<file path="src/rtl/instruction_fetch.sv">
// ---------------------------------------------------------------------------
// instruction_fetch
//
// Fetches one- or two-word instructions from a word-addressed instruction
// memory and presents them to the decoder with a valid/ready handshake.
// A first word with bit 15 set is followed by one extension word. A jump
// redirects the fetch PC from any state and abandons any read in flight.
//
// Build option:
//   IFETCH_TIMEOUT_EN  When defined, a read that waits 16 consecutive cycles
//                      without i_mem_ready moves the unit to an error state
//                      (o_err=1) until a jump or reset. When undefined,
//                      reads wait indefinitely and o_err is tied to 0.
//
// Parameters:
//   RESET_PC     word address of the first fetch after reset
//
// Ports:
//   i_clk        clock, all state changes on the rising edge
//   i_rst_n      synchronous active-low reset
//   o_mem_addr   instruction memory word address
//   o_mem_rd     memory read request
//   i_mem_rdata  memory read data, valid with i_mem_ready
//   i_mem_ready  read completion for the current request
//   o_ir1        first instruction word
//   o_ir2        extension word (0 for one-word instructions)
//   o_pc         address of the instruction in o_ir1
//   o_valid      o_ir1/o_ir2/o_pc hold a complete instruction
//   i_ready      decoder accepts the instruction while o_valid=1
//   i_jmp        redirect fetch
//   i_jmp_addr   redirect target word address
//   o_err        fetch error flag
// ---------------------------------------------------------------------------
module instruction_fetch #(
  parameter logic [15:0] RESET_PC = 16'h0000
) (
  input  logic        i_clk,
  input  logic        i_rst_n,
  output logic [15:0] o_mem_addr,
  output logic        o_mem_rd,
  input  logic [15:0] i_mem_rdata,
  input  logic        i_mem_ready,
  output logic [15:0] o_ir1,
  output logic [15:0] o_ir2,
  output logic [15:0] o_pc,
  output logic        o_valid,
  input  logic        i_ready,
  input  logic        i_jmp,
  input  logic [15:0] i_jmp_addr,
  output logic        o_err
);

  typedef enum logic [1:0] {
    FETCH1 = 2'd0,
    FETCH2 = 2'd1,
    VALID  = 2'd2,
    ERR    = 2'd3
  } state_t;

  state_t      state_reg, state_next;
  logic [15:0] pc_reg,    pc_next;    // fetch PC
  logic [15:0] ir1_reg,   ir1_next;
  logic [15:0] ir2_reg,   ir2_next;
  logic [15:0] opc_reg,   opc_next;   // address of the held instruction
  logic        fetching;
  logic        timeout_hit;

  assign fetching = (state_reg == FETCH1) || (state_reg == FETCH2);

`ifdef IFETCH_TIMEOUT_EN
  logic [3:0] wait_cnt_reg, wait_cnt_next;

  // Counts consecutive waiting cycles of one read. Any completion, jump or
  // state change restarts it; the 16th waiting cycle (count already 15)
  // raises timeout_hit instead of wrapping.
  always_comb begin
    wait_cnt_next = 4'd0;
    timeout_hit   = 1'b0;
    if (!i_jmp && fetching && !i_mem_ready) begin
      if (wait_cnt_reg == 4'd15) begin
        timeout_hit = 1'b1;
      end else begin
        wait_cnt_next = wait_cnt_reg + 4'd1;
      end
    end
  end

  always_ff @(posedge i_clk) begin
    if (!i_rst_n) begin
      wait_cnt_reg <= 4'd0;
    end else begin
      wait_cnt_reg <= wait_cnt_next;
    end
  end
`else
  assign timeout_hit = 1'b0;
`endif

  always_ff @(posedge i_clk) begin
    if (!i_rst_n) begin
      state_reg <= FETCH1;
      pc_reg    <= RESET_PC;
      ir1_reg   <= 16'h0000;
      ir2_reg   <= 16'h0000;
      opc_reg   <= RESET_PC;
    end else begin
      state_reg <= state_next;
      pc_reg    <= pc_next;
      ir1_reg   <= ir1_next;
      ir2_reg   <= ir2_next;
      opc_reg   <= opc_next;
    end
  end

  always_comb begin
    state_next = state_reg;
    pc_next    = pc_reg;
    ir1_next   = ir1_reg;
    ir2_next   = ir2_reg;
    opc_next   = opc_reg;

    if (i_jmp) begin
      // Jump wins over everything: read data this cycle is dropped and an
      // instruction being handed over in VALID counts as taken.
      state_next = FETCH1;
      pc_next    = i_jmp_addr;
    end else begin
      case (state_reg)
        FETCH1: begin
          if (i_mem_ready) begin
            ir1_next = i_mem_rdata;
            opc_next = pc_reg;
            pc_next  = pc_reg + 16'd1;
            if (i_mem_rdata[15]) begin
              state_next = FETCH2;
            end else begin
              ir2_next   = 16'h0000;
              state_next = VALID;
            end
          end else if (timeout_hit) begin
            state_next = ERR;
          end
        end
        FETCH2: begin
          if (i_mem_ready) begin
            ir2_next   = i_mem_rdata;
            pc_next    = pc_reg + 16'd1;
            state_next = VALID;
          end else if (timeout_hit) begin
            state_next = ERR;
          end
        end
        VALID: begin
          if (i_ready) begin
            state_next = FETCH1;
          end
        end
        ERR: begin
          state_next = ERR;
        end
        default: begin
          state_next = FETCH1;
        end
      endcase
    end
  end

  // The read request is masked while reset is asserted so no request leaks
  // out of a fetch that the reset is about to abandon.
  assign o_mem_rd   = i_rst_n & fetching;
  assign o_mem_addr = i_rst_n ? pc_reg : RESET_PC;
  assign o_ir1      = ir1_reg;
  assign o_ir2      = ir2_reg;
  assign o_pc       = opc_reg;
  assign o_valid    = (state_reg == VALID);

`ifdef IFETCH_TIMEOUT_EN
  assign o_err = (state_reg == ERR);
`else
  assign o_err = 1'b0;
`endif

endmodule

</file>
<file path="config.mk">
export PLATFORM = sky130hd
export DESIGN_NAME = instruction_fetch
export DESIGN_NICKNAME = d
export VERILOG_FILES = /design/src/rtl/instruction_fetch.sv
export SDC_FILE = /design/constraint.sdc
export NUM_CORES = 1
export LEC_CHECK = 0
export CAP_MARGIN = 10
export CELL_PAD_IN_SITES_DETAIL_PLACEMENT = 1
export CELL_PAD_IN_SITES_GLOBAL_PLACEMENT = 2
export CORE_MARGIN = 3
export CORE_UTILIZATION = 25
export DETAILED_ROUTE_END_ITERATION = 10
export PLACE_DENSITY_LB_ADDON = 0.1
export SYNTH_ARGS = -nofsm -noshare
export SYNTH_HDL_FRONTEND = slang
export SYNTH_SLANG_ARGS = --single-unit
export TNS_END_PERCENT = 50
</file>
<file path="constraint.sdc">
create_clock -name i_clk -period 1.9 [get_ports i_clk]
set_input_delay 0.38 -clock i_clk [delete_from_list [all_inputs] [get_ports i_clk]]
set_output_delay 0.38 -clock i_clk [all_outputs]
set_load 0.02 [all_outputs]
</file>
sizes.png
Scale bar: 20 µm.
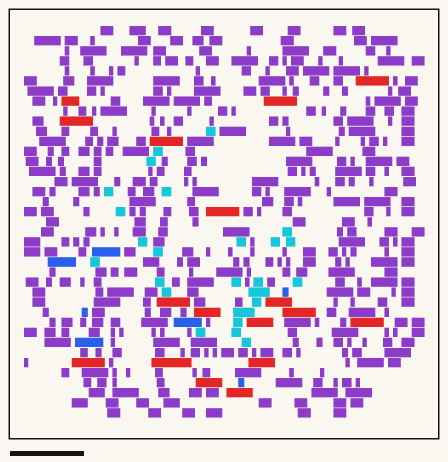
_3 and _4 cells -> cyan  # cells 25, share 5.2%
_6 and larger -> red  # cells 17, share 3.6%
_2 cells -> blue  # cells 7, share 1.5%
_0 and _1 cells -> purple  # cells 429, share 90%
buffers outside the clock class: 131
Worst Setup Slack, final: 106 ps

clk_routes.png
Scale bar: 20 µm.
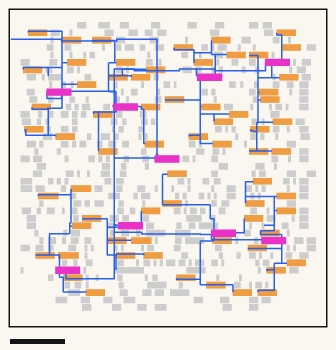
clock drivers -> magenta  # count 9
flip-flops -> orange  # count 66
clock wires -> blue  # length 1130 µm
routed clock nets = 10

detail.png
Region (72, 14) to (102, 44) µm. Cells in gray, sequential cells in the stronger gray; small squares are vias.
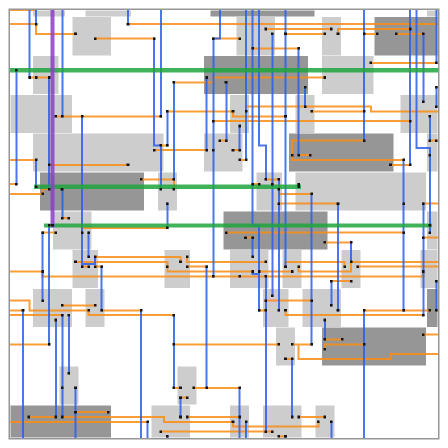
metal 2 -> blue
metal 3 -> green
metal 4 -> purple
metal 1 -> orange
sequential cells in the window = 7
cells with their middle in the window = 40
most frequent = nand2_1 (13), a21boi_0 (7), dfxtp_1 (7)
netlist names of flops here include = o_ir2 (5), o_ir1 (2)

==> results.toml <==
# physical design summary
[placement]
gp_congestion = 0.732
dp_hpwl_mm = 6.95
numPortBuffers = 102

[floorplanning]
die_h_um = 116
taps = 143
chipArea_um2 = 13400
rows = 39
fp.dieW_um = 116

[drt]
dr.pass1.iters = 4
antenna_left = 0
wl_met1_mm = 4.19
routedWlPerCell_um = 15.3
routed_via_density = 4.63
highest_layer = "met4"

[worst_setup_path]
worstPathCellList = "buf_2, buf_12, and2_1, clkdlybuf4s50_1"
path_max_fanout = 15
r2r_cells = 4
max_stage_delay_ps = 600

[power]
power.density_nw_per_um2 = 790
power_frac_comb_pct = 14.0
p_leak_nw = 1.81
p_sw_share_pct = 24.9
ir_drop_mv = 0.484
maxPowerGroup = "the clock network"

[final_timing]
setup_viol = 0
grt_setup_unrepaired = "false"

[layout]
comb_area_share_pct = 32.5
nonClkBufAreaFrac_pct = 28.5
nets = 512
seq_cell_count = 66
drive_gt1_share_pct = 10.3
clock_cell_area_share_pct = 6.19
register_area_um2 = 1330
comb_area_um2 = 1500
seq_share_pct = 28.7

[global_routing]
grt_max_degree = 33
grt_pass1_wl_mm = 15.8
grtUsageMet2_pct = 25.9
grt_pass1_vias = 3089
grtUsageMet3_pct = 5.95
antenna_found_initial = 0

[cts]
cts_tree = "built"
clock-sinks = 66
cts_max_path_buffers = 2
insertion_delay_ps = 340
root_buffer = "clkbuf_16"

[synth]
ys.flops = 66
syn_avg_cell_area_um2 = 8.30
fp_nets = 401
syn_inst = 363

[run]
cap_violations = 0

[status]
status = "complete, no violations"
[path summary, 6_finish.rpt]
| check | slack (ps) | start | to |
|---|---|---|---|
| worst min register to register | 450 | o_ir2[1]$_SDFFE_PN0P_ | o_ir2[1]$_SDFFE_PN0P_ |
| worst max register to register | 290 | pc_reg[4]$_SDFFE_PN0P_ | pc_reg[11]$_SDFFE_PN0P_ |
| worst max-delay path | 110 | i_rst_n | o_mem_addr[12] |
| worst min-delay path | 450 | o_ir2[1]$_SDFFE_PN0P_ | o_ir2[1]$_SDFFE_PN0P_ |
[logic make-up after synthesis]
family | after synthesis | share of synthesized area [%]
adders and majority gates | 1 | 0.415
AOI/OAI and AO/OA | 77 | 17.5
xor gates and xnor gates | 11 | 3.20
other | 1 | 0.125
DFF | 66 | 43.9
buffers and inverters | 35 | 6.44
and+or+nand+nor | 170 | 27.8
muxes | 2 | 0.665
[metrics by stage]
step	setup TNS [ps]	hold slack (ps)	total power, mW	instance area (µm²)	setup WS (ps)
final	0	452	3.66	4630	106
after global routing	0	482	3.84	4630	34.5
after CTS	0	459	3.72	4610	6.18
after detailed placement	-1940	451	2.05	4330	-111
after global placement	-50.5	440	2.04	4330	-37.5
after floorplan	0	459	1.76	3010	352
[worst max-delay path, delay by kind of cell]
kind | cells | cell delay, ps
buf+inv | 3 | 880
simple gates | 1 | 150
[Yosys cell counts (3+ instances only)]
library cell and count:
a21oi_1 10, dfxtp_1 66, nor4_1 4, o21ai_0 13, a21boi_1 19, nand2b_1 3
buf_6 5, clkbuf_1 12, nor2b_1 3, buf_4 3, a21boi_0 29, xor2_1 7
buf_2 10, xnor2_1 4, and2_1 20, nor2_1 5, nand2_1 91, nand4_1 7
inv_1 4, nand3_1 20
Power figures rest on the tool's default switching activity, not on a simulated workload.
